[src/rtl/ann_weight_pkg.sv]
// Shared constants, FSM state type and bank-decode helper for the weight bank sequencer.
package ann_weight_pkg;

    localparam int NUM_BANKS     = 28;
    localparam int DEPTH         = 28;
    localparam int ADDR_W        = 5;
    localparam int BANK_W        = 5;
    localparam int DATA_W        = 16;
    localparam int TOTAL_WEIGHTS = NUM_BANKS * DEPTH;

    localparam logic [BANK_W-1:0] LAST_BANK  = BANK_W'(NUM_BANKS - 1);
    localparam logic [ADDR_W-1:0] LAST_ADDR  = ADDR_W'(DEPTH - 1);
    localparam logic [BANK_W-1:0] BANK_LIMIT = BANK_W'(NUM_BANKS);
    localparam logic [ADDR_W-1:0] ADDR_LIMIT = ADDR_W'(DEPTH);

    typedef enum logic [1:0] {
        ST_IDLE  = 2'd0,
        ST_SWEEP = 2'd1,
        ST_DRAIN = 2'd2
    } seq_state_t;

    // Out-of-range bank indices decode to an all-zero enable.
    function automatic logic [NUM_BANKS-1:0] bank_onehot(input logic [BANK_W-1:0] bank);
        logic [NUM_BANKS-1:0] oh;
        oh = '0;
        for (int i = 0; i < NUM_BANKS; i++) begin
            if (bank == BANK_W'(i)) begin
                oh[i] = 1'b1;
            end
        end
        return oh;
    endfunction

endpackage

[src/rtl/weight_out_fifo2.sv]
// Two-entry FIFO for {last, data} words; push and pop may coincide even when full.
module weight_out_fifo2 #(
    parameter int W = 17
) (
    input  logic         i_clk,
    input  logic         i_srst,
    input  logic         i_push,
    input  logic [W-1:0] i_data,
    input  logic         i_pop,
    output logic [W-1:0] o_data,
    output logic         o_valid,
    output logic [1:0]   o_count
);

    logic [W-1:0] r_mem [2];
    logic         r_wr_ptr;
    logic         r_rd_ptr;
    logic [1:0]   r_count;

    always_ff @(posedge i_clk) begin
        if (i_srst) begin
            r_wr_ptr <= 1'b0;
            r_rd_ptr <= 1'b0;
            r_count  <= 2'd0;
        end else begin
            if (i_push) begin
                r_mem[r_wr_ptr] <= i_data;
                r_wr_ptr        <= ~r_wr_ptr;
            end
            if (i_pop) begin
                r_rd_ptr <= ~r_rd_ptr;
            end
            r_count <= r_count + {1'b0, i_push} - {1'b0, i_pop};
        end
    end

    assign o_data  = r_mem[r_rd_ptr];
    assign o_valid = (r_count != 2'd0);
    assign o_count = r_count;

endmodule

[src/rtl/weight_bank_seq_ctrl.sv]
// Sweeps the weight BRAM banks bank-major and streams words over valid/ready;
// loader writes share the BRAM ports while idle. Optional STALL_CNT via WEIGHT_SEQ_STALL_CNT_EN.
module weight_bank_seq_ctrl
    import ann_weight_pkg::*;
(
    input  logic                        CLK,
    input  logic                        RST,
    input  logic                        START,
    output logic                        BUSY,
    output logic                        DONE,
    output logic [NUM_BANKS-1:0]        BRAM_EN,
    output logic                        BRAM_WE,
    output logic [ADDR_W-1:0]           BRAM_ADDR,
    output logic [DATA_W-1:0]           BRAM_DI,
    input  logic [NUM_BANKS*DATA_W-1:0] BRAM_DO,
    output logic [DATA_W-1:0]           W_DATA,
    output logic                        W_VALID,
    input  logic                        W_READY,
    output logic                        W_LAST,
    input  logic                        LD_REQ,
    input  logic [BANK_W-1:0]           LD_BANK,
    input  logic [ADDR_W-1:0]           LD_ADDR,
    input  logic [DATA_W-1:0]           LD_DATA,
    output logic                        LD_ACK
`ifdef WEIGHT_SEQ_STALL_CNT_EN
    ,
    output logic [15:0]                 STALL_CNT
`endif
);

    seq_state_t             r_state;
    logic                   r_busy;
    logic                   r_done;
    logic [BANK_W-1:0]      r_bank;
    logic [ADDR_W-1:0]      r_addr;
    logic [NUM_BANKS-1:0]   r_rd_en;
    logic [ADDR_W-1:0]      r_rd_addr;
    logic                   r_rd_valid;
    logic [BANK_W-1:0]      r_rd_bank;
    logic                   r_rd_last;

    logic [DATA_W-1:0]      w_do_bank [NUM_BANKS];
    logic [DATA_W-1:0]      w_push_word;
    logic [DATA_W:0]        w_fifo_data;
    logic                   w_fifo_valid;
    logic [1:0]             w_fifo_count;
    logic                   w_pop;
    logic [2:0]             w_occ;
    logic                   w_room;
    logic                   w_issue;
    logic                   w_at_last;
    logic                   w_ld_act;
    logic                   w_ld_ok;

    generate
        for (genvar gi = 0; gi < NUM_BANKS; gi++) begin : g_do_unpack
            assign w_do_bank[gi] = BRAM_DO[gi*DATA_W +: DATA_W];
        end
    endgenerate

    always_comb begin
        w_push_word = '0;
        for (int i = 0; i < NUM_BANKS; i++) begin
            if (r_rd_bank == BANK_W'(i)) begin
                w_push_word = w_do_bank[i];
            end
        end
    end

    // Occupancy after the next edge must stay within the two FIFO slots.
    assign w_pop     = w_fifo_valid && W_READY;
    assign w_occ     = {1'b0, w_fifo_count} + {2'b00, r_rd_valid};
    assign w_room    = (w_occ < (3'd2 + {2'b00, w_pop}));
    assign w_at_last = (r_bank == LAST_BANK) && (r_addr == LAST_ADDR);
    assign w_issue   = w_room && ((r_state == ST_SWEEP) || ((r_state == ST_IDLE) && START));

    // Loader path is combinational and only owns the ports while idle.
    assign w_ld_act = (r_state == ST_IDLE) && LD_REQ && !RST;
    assign w_ld_ok  = w_ld_act && (LD_BANK < BANK_LIMIT) && (LD_ADDR < ADDR_LIMIT);

    assign BRAM_EN   = w_ld_ok ? bank_onehot(LD_BANK) : r_rd_en;
    assign BRAM_WE   = w_ld_ok;
    assign BRAM_ADDR = w_ld_ok ? LD_ADDR : r_rd_addr;
    assign BRAM_DI   = w_ld_ok ? LD_DATA : '0;
    assign LD_ACK    = w_ld_act;

    always_ff @(posedge CLK) begin
        if (RST) begin
            r_state    <= ST_IDLE;
            r_busy     <= 1'b0;
            r_done     <= 1'b0;
            r_bank     <= '0;
            r_addr     <= '0;
            r_rd_en    <= '0;
            r_rd_addr  <= '0;
            r_rd_valid <= 1'b0;
            r_rd_bank  <= '0;
            r_rd_last  <= 1'b0;
        end else begin
            r_done     <= 1'b0;
            r_rd_en    <= '0;
            r_rd_addr  <= '0;
            r_rd_valid <= 1'b0;
            r_rd_last  <= 1'b0;

            if (w_issue) begin
                r_rd_en    <= bank_onehot(r_bank);
                r_rd_addr  <= r_addr;
                r_rd_valid <= 1'b1;
                r_rd_bank  <= r_bank;
                r_rd_last  <= w_at_last;
                if (w_at_last) begin
                    r_bank <= '0;
                    r_addr <= '0;
                end else if (r_addr == LAST_ADDR) begin
                    r_bank <= r_bank + 1'b1;
                    r_addr <= '0;
                end else begin
                    r_addr <= r_addr + 1'b1;
                end
            end

            case (r_state)
                ST_IDLE: begin
                    if (START) begin
                        r_state <= w_at_last ? ST_DRAIN : ST_SWEEP;
                        r_busy  <= 1'b1;
                    end
                end
                ST_SWEEP: begin
                    if (w_issue && w_at_last) begin
                        r_state <= ST_DRAIN;
                    end
                end
                ST_DRAIN: begin
                    if (w_pop && w_fifo_data[DATA_W]) begin
                        r_state <= ST_IDLE;
                        r_busy  <= 1'b0;
                        r_done  <= 1'b1;
                    end
                end
                default: begin
                    r_state <= ST_IDLE;
                    r_busy  <= 1'b0;
                end
            endcase
        end
    end

    weight_out_fifo2 #(
        .W (DATA_W + 1)
    ) u_out_fifo (
        .i_clk   (CLK),
        .i_srst  (RST),
        .i_push  (r_rd_valid),
        .i_data  ({r_rd_last, w_push_word}),
        .i_pop   (w_pop),
        .o_data  (w_fifo_data),
        .o_valid (w_fifo_valid),
        .o_count (w_fifo_count)
    );

    assign W_DATA  = w_fifo_data[DATA_W-1:0];
    assign W_LAST  = w_fifo_data[DATA_W] && w_fifo_valid;
    assign W_VALID = w_fifo_valid;
    assign BUSY    = r_busy;
    assign DONE    = r_done;

`ifdef WEIGHT_SEQ_STALL_CNT_EN
    logic [15:0] r_stall_cnt;

    always_ff @(posedge CLK) begin
        if (RST) begin
            r_stall_cnt <= '0;
        end else if ((r_state == ST_IDLE) && START) begin
            r_stall_cnt <= '0;
        end else if (r_busy && w_fifo_valid && !W_READY && (r_stall_cnt != 16'hFFFF)) begin
            r_stall_cnt <= r_stall_cnt + 16'd1;
        end
    end

    assign STALL_CNT = r_stall_cnt;
`endif

endmodule

[config.mk]
export PLATFORM = sky130hd
export DESIGN_NAME = weight_bank_seq_ctrl
export DESIGN_NICKNAME = d
export VERILOG_FILES = /design/src/rtl/ann_weight_pkg.sv /design/src/rtl/weight_out_fifo2.sv /design/src/rtl/weight_bank_seq_ctrl.sv
export SDC_FILE = /design/constraint.sdc
export NUM_CORES = 1
export LEC_CHECK = 0
export CAP_MARGIN = 15
export CELL_PAD_IN_SITES_DETAIL_PLACEMENT = 2
export CELL_PAD_IN_SITES_GLOBAL_PLACEMENT = 2
export CORE_AREA = 2 2 215 217
export CTS_BUF_LIST = sky130_fd_sc_hd__clkbuf_2
export DETAILED_ROUTE_END_ITERATION = 8
export DIE_AREA = 0 0 217 219
export GPL_ROUTABILITY_DRIVEN = 0
export PLACE_DENSITY = 0.85
export SLEW_MARGIN = 20
export SYNTH_ARGS = -nofsm -noshare
export SYNTH_HDL_FRONTEND = slang
export SYNTH_SLANG_ARGS = --single-unit
[constraint.sdc]
create_clock -name CLK -period 2.86 [get_ports CLK]
set_input_delay 0.286 -clock CLK [delete_from_list [all_inputs] [get_ports CLK]]
set_output_delay 0.286 -clock CLK [all_outputs]
set_load 0.05 [all_outputs]
**Met3 routing**

Drawn at 2 px/um.
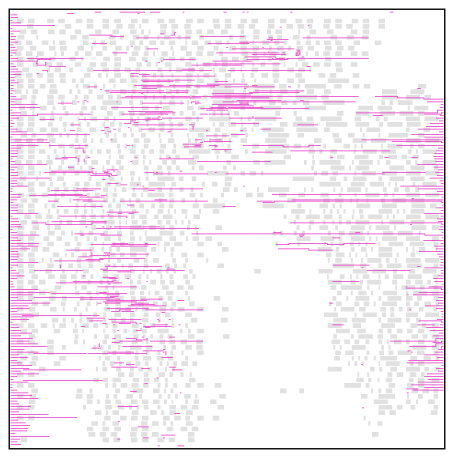
share of all routed wire	8.2%
longest straight run	117 um
main direction	horizontal
wire length on this layer	6260 um

**Clock wiring as the flow saved it**

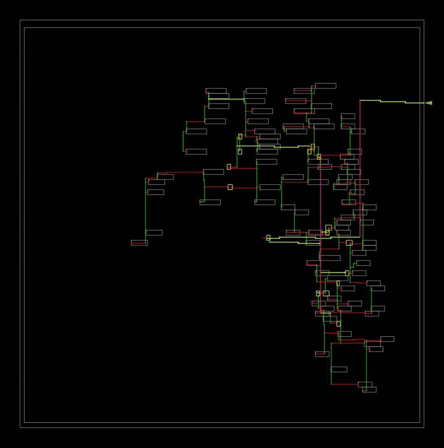
clock sinks: 93
Clock Skew: 63.9 ps
clk_buf instances: 11
total CTS buffers: 9

==> impl_metrics.ini <==
; flow metrics
[run_status]
status = finished with violations
violations = negative setup slack

[final_timing]
setup_slack_ps = -83.6
setup_violations = 10
tightest_slew_ps = 871

[pwr]
p_leak_nw = 5.91
power_leader = combinational logic
comb_power_share_pct = 48.1
clock_power_share_pct = 15.4
p_int_mw = 2.57
powerSeq_mw = 1.51
comb_power_mw = 1.98

[worst_setup_path]
required_ps = 3320
crit_fanout = 21
start_kind = register
cp.depth = 7
critPathTopFamily = AND-OR/OR-AND gates
worst_path_max_delay_cell = xnor2_1
path_buffers = 0
worstPathArrival_ps = 3410
critPathKind = reg -> reg

[global_route]
grt_pass1_vias = 14582
top_usage_layer = met2
gr-total-overflow = 0
grt_pass1_wl_um = 106000

[cts]
cts.path.max_buffers = 2
clkTransAtPathRegs_ps = 310
clk_latency_ps = 620

[yosys]
syn_avg_cell_area_um2 = 7.37
async_flop_share_pct = 0
ys.flops = 93
synthesis.nets = 1638

[floorplan]
initial_utilization_pct = 18.8
rows = 78
die-area_um2 = 47500
ios = 550
coreArea_um2 = 45100

[detailed_routing]
vias = 13133
viasPerCell = 5.50
wl_met1_um = 28600
drc = 0
drt_pass1_iterations = 7
first_iter_violations = 1538

[layout]
utilization_pct = 36.8
antennaDiodeCount = 12
largest_reg_flops = 34
largest_class = buffers
postLayoutCellArea_um2 = 16600

[placement]
dpl_worst_slack_ps = -208
place_area_um2 = 16000
io_buffers = 549
dp_hpwl_um = 64300

[flow_run]
warnings = 33
max-cap-violations = 0

[hold_path]
holdPathEnd = r_state[0]
worst_hold_startpoint = START
